==> config.mk <==
export PLATFORM = sky130hd
export DESIGN_NAME = four_bit_restoring_divider
export DESIGN_NICKNAME = d
export VERILOG_FILES = /design/src/rtl/div_pkg.sv /design/src/rtl/four_bit_restoring_divider_addsub.sv /design/src/rtl/four_bit_restoring_divider.sv
export SDC_FILE = /design/constraint.sdc
export NUM_CORES = 1
export LEC_CHECK = 0
export ABC_AREA = 1
export CORE_UTILIZATION = 50
export DETAILED_ROUTE_END_ITERATION = 8
export PLACE_DENSITY = 0.84
export SLEW_MARGIN = 20
export SYNTH_ARGS = -nofsm -noshare
export SYNTH_HDL_FRONTEND = slang
export SYNTH_SLANG_ARGS = --single-unit
==> constraint.sdc <==
create_clock -name clk -period 2.3 [get_ports clk]
set_input_delay 0.575 -clock clk [delete_from_list [all_inputs] [get_ports clk]]
set_output_delay 0.575 -clock clk [all_outputs]
set_load 0.01 [all_outputs]
==> src/rtl/div_pkg.sv <==
// Shared constants for the restoring divider: state encoding and default width.
package div_pkg;

  localparam int DEFAULT_WIDTH = 4;

  localparam logic [1:0] S_IDLE   = 2'd0;
  localparam logic [1:0] S_CALC   = 2'd1;
  localparam logic [1:0] S_FINISH = 2'd2;

endpackage

==> src/rtl/four_bit_restoring_divider_addsub.sv <==
// Ripple-carry adder/subtractor. add_sub=1 subtracts by inverting b and
// injecting a carry-in of 1 (two's complement).
module addsub_unit #(
  parameter int N = 5
) (
  input  logic [N-1:0] a,
  input  logic [N-1:0] b,
  input  logic         add_sub,
  output logic [N-1:0] sum,
  output logic         carry_out
);

  logic [N:0]   carry;
  logic [N-1:0] b_eff;

  assign b_eff    = b ^ {N{add_sub}};
  assign carry[0] = add_sub;

  for (genvar i = 0; i < N; i++) begin : g_ripple
    assign sum[i]       = a[i] ^ b_eff[i] ^ carry[i];
    assign carry[i+1]   = (a[i] & b_eff[i]) | (carry[i] & (a[i] ^ b_eff[i]));
  end

  assign carry_out = carry[N];

endmodule

==> src/rtl/four_bit_restoring_divider.sv <==
// Sequential unsigned restoring divider, one quotient bit per clock.
//
//   state    | meaning
//   ---------+----------------------------------------------------------
//   S_IDLE   | waiting for start; results from the last division held
//   S_CALC   | shift-and-subtract iterations, busy=1
//   S_FINISH | one-cycle done pulse; a new start is accepted here too
module four_bit_restoring_divider
  import div_pkg::*;
#(
  parameter int WIDTH = DEFAULT_WIDTH
) (
  input  logic             clk,
  input  logic             rst,
  input  logic             start,
  input  logic [WIDTH-1:0] dividend,
  input  logic [WIDTH-1:0] divisor,
  output logic             busy,
  output logic             done,
  output logic [WIDTH-1:0] quotient,
  output logic [WIDTH-1:0] remainder,
  output logic             div_by_zero
);

  localparam int                STEP_W    = $clog2(WIDTH);
  localparam logic [STEP_W-1:0] LAST_STEP = STEP_W'(WIDTH - 1);

  logic [1:0]        state;
  logic [1:0]        next_state;
  logic [STEP_W-1:0] step_q;
  logic [WIDTH-1:0]  r_q;
  logic [WIDTH-1:0]  q_q;
  logic [WIDTH-1:0]  d_q;

  logic [WIDTH:0]    rs;
  logic [WIDTH:0]    t;
  logic              sub_cout;
  logic              neg;
  logic [WIDTH-1:0]  r_next;
  logic [WIDTH-1:0]  q_next;
  logic              is_last;
  logic              accept;

  // The partial remainder never reaches D, so R only needs WIDTH bits; the
  // extra top bit of Rs/T exists purely to carry the sign of the trial.
  assign rs = {r_q, q_q[WIDTH-1]};

  addsub_unit #(.N(WIDTH + 1)) u_sub (
    .a         (rs),
    .b         ({1'b0, d_q}),
    .add_sub   (1'b1),
    .sum       (t),
    .carry_out (sub_cout)
  );

  // Sign bit and missing carry both indicate a borrow (Rs < D).
  assign neg     = t[WIDTH] | ~sub_cout;
  assign r_next  = neg ? rs[WIDTH-1:0] : t[WIDTH-1:0];
  assign q_next  = {q_q[WIDTH-2:0], ~neg};
  assign is_last = (step_q == LAST_STEP);
  assign accept  = start && ((state == S_IDLE) || (state == S_FINISH));

  // State register.
  always_ff @(posedge clk or posedge rst) begin
    if (rst) state <= S_IDLE;
    else     state <= next_state;
  end

  // Next-state logic; start is ignored while calculating.
  always_comb begin
    next_state = state;
    case (state)
      S_IDLE, S_FINISH: begin
        if (start) next_state = (divisor == '0) ? S_FINISH : S_CALC;
        else       next_state = S_IDLE;
      end
      S_CALC:  if (is_last) next_state = S_FINISH;
      default: next_state = S_IDLE;
    endcase
  end

  // Handshake outputs decoded from state.
  always_comb begin
    busy = 1'b0;
    done = 1'b0;
    case (state)
      S_CALC:   busy = 1'b1;
      S_FINISH: done = 1'b1;
      default: ;
    endcase
  end

  // Datapath: operand capture, iteration, and result registers that only
  // change when entering FINISH.
  always_ff @(posedge clk or posedge rst) begin
    if (rst) begin
      step_q      <= '0;
      r_q         <= '0;
      q_q         <= '0;
      d_q         <= '0;
      quotient    <= '0;
      remainder   <= '0;
      div_by_zero <= 1'b0;
    end else if (accept) begin
      q_q    <= dividend;
      d_q    <= divisor;
      r_q    <= '0;
      step_q <= '0;
      if (divisor == '0) begin
        quotient    <= '1;
        remainder   <= dividend;
        div_by_zero <= 1'b1;
      end
    end else if (state == S_CALC) begin
      r_q    <= r_next;
      q_q    <= q_next;
      step_q <= step_q + 1'b1;
      if (is_last) begin
        quotient    <= q_next;
        remainder   <= r_next;
        div_by_zero <= 1'b0;
      end
    end
  end

endmodule

**Run 1: the clock network**

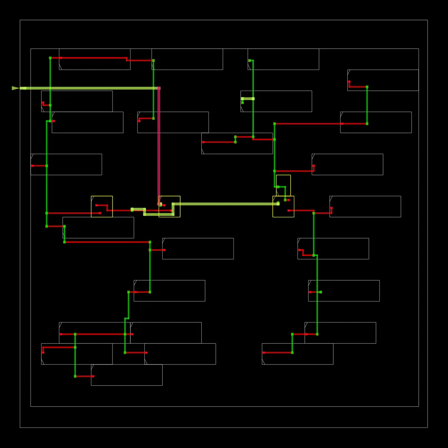
Clock Skews: 4.032 ps
flop count: 25
Num CTS Buffers: 3
Clk power: 197 uW

**Run 1: wiring by layer**

(4 px per um) Only two layers are drawn.
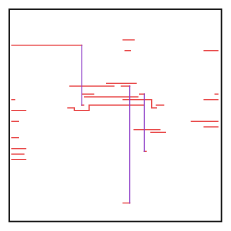
- met3: red (wire length 140 um)
- met4: purple (wire length 58.5 um)
GRT Total Usage: 0.2303
vias after detailed routing: 1,073
Avg WL per Cell: 15.26 um
final WL: 2960 um

**Run 1: pin map**

(8 px per um) Pins as bars across the die edge, other pins in grey.
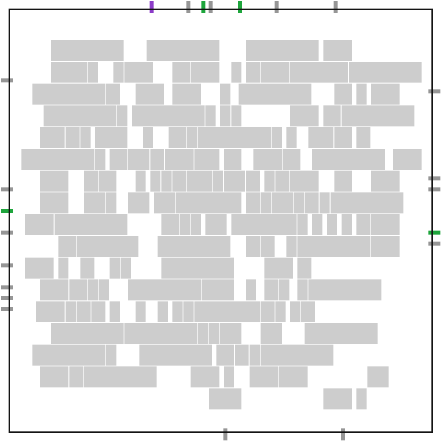
- dividend: green (pins 4; direction input; edge 2 top, 1 right, 1 left)
- div_by_zero: purple (pins 1; direction output; edge top)

==> run summary, run 1 <==
Signal buffers -> 24
Layout clock area frac -> 0.01696
First-pass GRT wire length -> 4560 um
Worst-path clk slew -> 140 ps
Yosys simple share -> 0.3002
Pre-antenna DRT Iters -> 4
Tapcell count -> 28
Most frequent cells in the layout -> 33 x nand2_1, 25 x dfrtp_1, 21 x clkdlybuf4s50_1, 13 x nand3_1, 12 x inv_1
Minimum clock period -> 2271 ps
Flop share of the area -> 0.3855
Crit path max-delay cell type -> dfrtp_1
Yosys warns -> 0
Run status -> finished clean
WP data required -> 2550 ps
CTS Hold Bufs -> 0
Largest cells by area -> dfrtp_1 49%, nand2_1 11%, nand3_1 6.6%
CP Launch Type -> flip-flop
Max cap viols -> 0
Finished Layout Cells -> 194
#FFs+latches synth -> 25
Seq. cell area -> 625.6 um^2
Post-route ant nets -> 0
Logic share of the area -> 0.3870
Int Pwr -> 1.337 mW
I/O pins -> 22
Yosys Instances -> 140
Layout cells sized above 1 -> 0.2590
Clock Sinks -> 25
WL met2 -> 1565 um
Peak supply drop -> 1.005 mV
Unique masters post-synth -> 25
Final setup vio count -> 0
Grt peak-use layer -> met2
Initial antenna violation count -> 0
Highest routed layer -> met4
Part of the power in registers -> 0.319
Initial DRC Count -> 32
Wire length on met1 -> 1197 um
Worst Hold Path EP -> div_by_zero
CTS tree -> done
Seq share, synth -> 0.4873
CP delay by family, top -> adder cells
Synth Net Count -> 156
Dominant logic cell type in the layout -> nand2_1
Global routing usage on met1 -> 0.2841
==> run 2, diff against run 1 <==
- CORE_MARGIN: default -> 2
- CTS_BUF_LIST: default -> sky130_fd_sc_hd__clkbuf_4
**Run 2: the clock network**

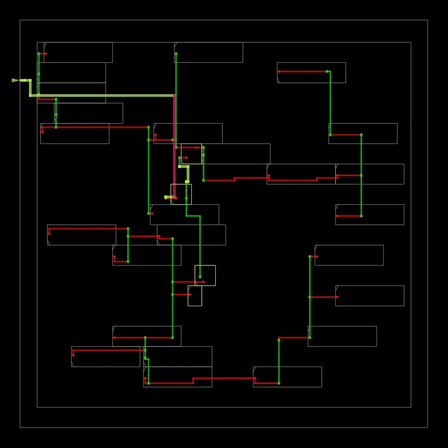
Late-Pin Clk Latency: 320 ps
Clk power: 200 uW
Layout clock buffers: 3

**Run 2: pin map**

(6 px per um) Pins as bars across the die edge, other pins in grey.
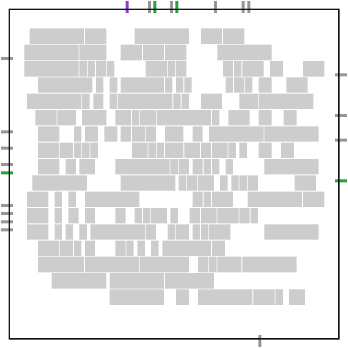
- dividend: green (pins 4; direction input; edge 2 top, 1 right, 1 left)
- div_by_zero: purple (pins 1; direction output; edge top)
- all pins by edge: 9 left, 8 top, 4 right, 1 bottom

**Run 2: clock network drawn from the DEF**

(8 px per um)
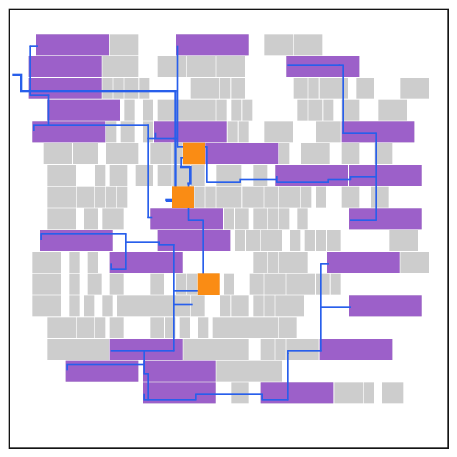
- clock wires: blue (length 296 um)
- cells driving clock nets: orange (count 3)
- flip-flops: purple (count 25)
- routed clock nets: 4

==> run 2 against run 1 <==
Flip-flop count unchanged. Synthesized cell count unchanged. Area after synthesis unchanged. Sequential power about the same. Global-route usage down 3.2 points. Register-to-register slack better by 20 ps. Wire length down 8.7%. Sequential share of layout area up 0.24 points. Count of clock-buffer cells in the layout unchanged. Critical endpoint is now remainder[0].
==> run summary, run 2 <==
Run status -> finished clean
Peak supply drop -> 1.133 mV
GRT Total Usage -> 0.1983
Layout clock area frac -> 0.01707
Pre-antenna DRT Iters -> 4
Num CTS Buffers -> 3
First-pass GRT wire length -> 4215 um
Vias after detailed routing -> 1,051
Yosys Instances -> 140
GRT overflow -> 0
Via density -> 5.362
#FFs+latches synth -> 25
CTS Hold Bufs -> 0
Yosys warns -> 0
Initial DRC Count -> 33
Non-clk buf share -> 0.1443
Post-route ant nets -> 0
Logic share of the area -> 0.3817
Worst Hold Path EP -> div_by_zero
I/O pins -> 22
Clock Sinks -> 25
Global routing usage on met1 -> 0.2710
Most frequent cells in the layout -> 33 x nand2_1, 25 x dfrtp_1, 21 x clkdlybuf4s50_1, 14 x nand3_1, 12 x inv_1
Part of the power in registers -> 0.326
Seq. cell area -> 625.6 um^2
Synthesized area -> 1284 um^2
Signal buffers -> 24
Seq share, synth -> 0.4873
Layout cells sized above 1 -> 0.2470
Initial antenna violation count -> 0
WL met2 -> 1292 um
Unique masters post-synth -> 25
Avg WL per Cell -> 13.79 um
Relative slew slack -> 0.7871
Clock Skews -> 5.105 ps
Int Pwr -> 1.328 mW
CP Launch Type -> flip-flop
Switching power -> 1.121 mW
Flop share of the area -> 0.3879
Synth Net Count -> 156
Highest routed layer -> met4
Grt peak-use layer -> met2
Wire length on met1 -> 1208 um
WP data required -> 2570 ps
Dominant logic cell type in the layout -> nand2_1
Crit path max-delay cell type -> fa_2
Final setup vio count -> 0
Worst-path clk slew -> 140 ps
CP delay by family, top -> adder cells
Tapcell count -> 30
Flop count -> 25
Yosys simple share -> 0.3002
Minimum clock period -> 2248 ps
==> run 3, diff against run 2 <==
- CORE_UTILIZATION: 50 -> 48
- PLACE_DENSITY: 0.84 -> 0.81
- SYNTH_HIERARCHICAL: default -> 1
**Run 3: wiring by layer**

(4 px per um) Only two layers are drawn.
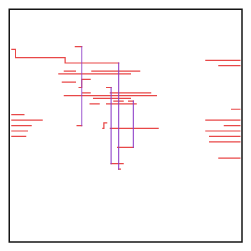
- met3: red (wire length 233 um)
- met4: purple (wire length 76.8 um)
Avg WL per Cell: 13.63 um
GRT Total Usage: 0.2067
vias after detailed routing: 1,199
final WL: 3135 um

**Run 3: pin map**

(6 px per um) Pins as bars across the die edge, other pins in grey.
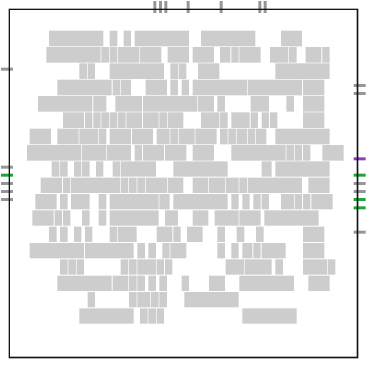
- div_by_zero: purple (pins 1; direction output; edge right)
- dividend: green (pins 4; direction input; edge 3 right, 1 left)

**Run 3: gate-type map**

(6 px per um)
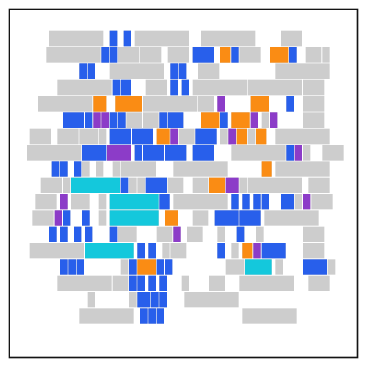
- adder and majority cells: cyan (cells 5)
- NAND gates: blue (cells 74)
- NOR gates: purple (cells 15)
- inverting AOI/OAI gates: orange (cells 15)
dominant logic cell type in the layout: nand2_1
Finished Layout Cells: 230
logic share of the area: 0.4030

==> run 3 against run 2 <==
The flow now finishes with violations (setup timing). Count of clock-buffer cells in the layout up 1. Design area up 10%. Utilization down 1.2 points. Wire length up 16%. Flip-flop count unchanged. Combinational power up 28%. First-iteration DRC count up 42%. Largest power group unchanged. Non-clock buffer count up 6. Via count up 14%. Die area up 12%.
==> run summary, run 3 <==
Run status -> finished, violations left
Failing checks -> setup timing
Part of the power in registers -> 0.278
Logic power comb -> 1.85 mW
Grt peak-use layer -> met2
Fillcell total -> 237
Clock Skews -> 4.109 ps
Crit path max-delay cell type -> fa_2
Yosys simple share -> 0.2775
Layout cells sized above 1 -> 0.2412
Via density -> 5.213
First-pass GRT wire length -> 5154 um
Core Util, Final -> 0.6452
Minimum clock period -> 2681 ps
I/O pins -> 22
Largest cells by area -> dfrtp_1 45%, nand2_1 15%, fa_1 5.8%
Global routing usage on met1 -> 0.2674
Worst Setup Slack, final -> -380.9 ps
RR Endpoint -> quotient[0]
WP data required -> 2570 ps
Seq share, synth -> 0.4505
Largest net degree at the start of global routing -> 26
Synthesized area -> 1389 um^2
Final setup vio count -> 10
Total setup buffers inserted after CTS -> 1
Pre-antenna DRT Iters -> 4
Main flop type after synthesis -> dfrtp_1
Int Pwr -> 1.534 mW
Non-CTS inverters -> 24
Floorplan core density -> 0.5036
#FFs+latches synth -> 25
Flop count -> 25
CP Launch Type -> flip-flop
Layout clock buffers -> 4
Num CTS Buffers -> 3
CP delay by family, top -> adder cells
Seq. cell area -> 625.6 um^2
Core ar. -> 2758 um^2
Vias in the first global route -> 1,148
Worst Hold Path EP -> step_q[0]
HP Class -> reg2reg
CTS root buffer -> clkbuf_4
Non-clk buf share -> 0.1561
Area Growth Syn to Fin -> 28.11%
Initial antenna violation count -> 0
Yosys Instances -> 170
Tapcell count -> 31
Synth logic family -> simple AND/OR/NAND/NOR gates
Yosys warns -> 6
Yosys chip area -> 1389 um^2
Most frequent cells in the layout -> 55 x nand2_1, 25 x dfrtp_1, 21 x clkdlybuf4s50_1, 16 x inv_1, 13 x nor2_1
Met3 Use GR -> 0.03125
CTS Hold Bufs -> 0
Layout clock area frac -> 0.01688
Unique masters post-synth -> 27
Switching power -> 1.312 mW
GRT overflow -> 0
Initial DRC Count -> 47
Post-cts gate resize count -> 13
Late-Pin Clk Latency -> 320 ps
Clk power -> 209 uW
DRC Markers -> 0
Worst R2R Start -> d_q[1]
WL met2 -> 1498 um
Hold_ws -> 491.1 ps
Worst-path clk slew -> 130 ps
Post-route ant nets -> 0
Gate Area -> 716.9 um^2
Final Cell Area -> 1779 um^2
Levels on crit path -> 13
Crit share post-route -> 1.166
Flop share of the area -> 0.3516
Peak supply drop -> 0.9623 mV
Max cap viols -> 0
Hold Crit Depth -> 1
Worst-path cell chain -> xor2_2 > fa_2 > inv_2 > fa_2 > fa_2 > inv_2 > fa_2 > inv_2 > nand2_4 > buf_4 > nand2_1 > nand2_1 > nand2_1
Signal buffers -> 30
Highest routed layer -> met4
Switching Fraction -> 0.4610
Synth Net Count -> 186
Place WS -> -422.2 ps
Clock Sinks -> 25
Synth top area share -> 0.4505
Placed cells -> 224
Setup TNS -> -3566 ps
FP Rows -> 19
Wire length on met1 -> 1326 um
CTS tree -> done
No activity file was given, so power comes from the tool's default toggle rates.
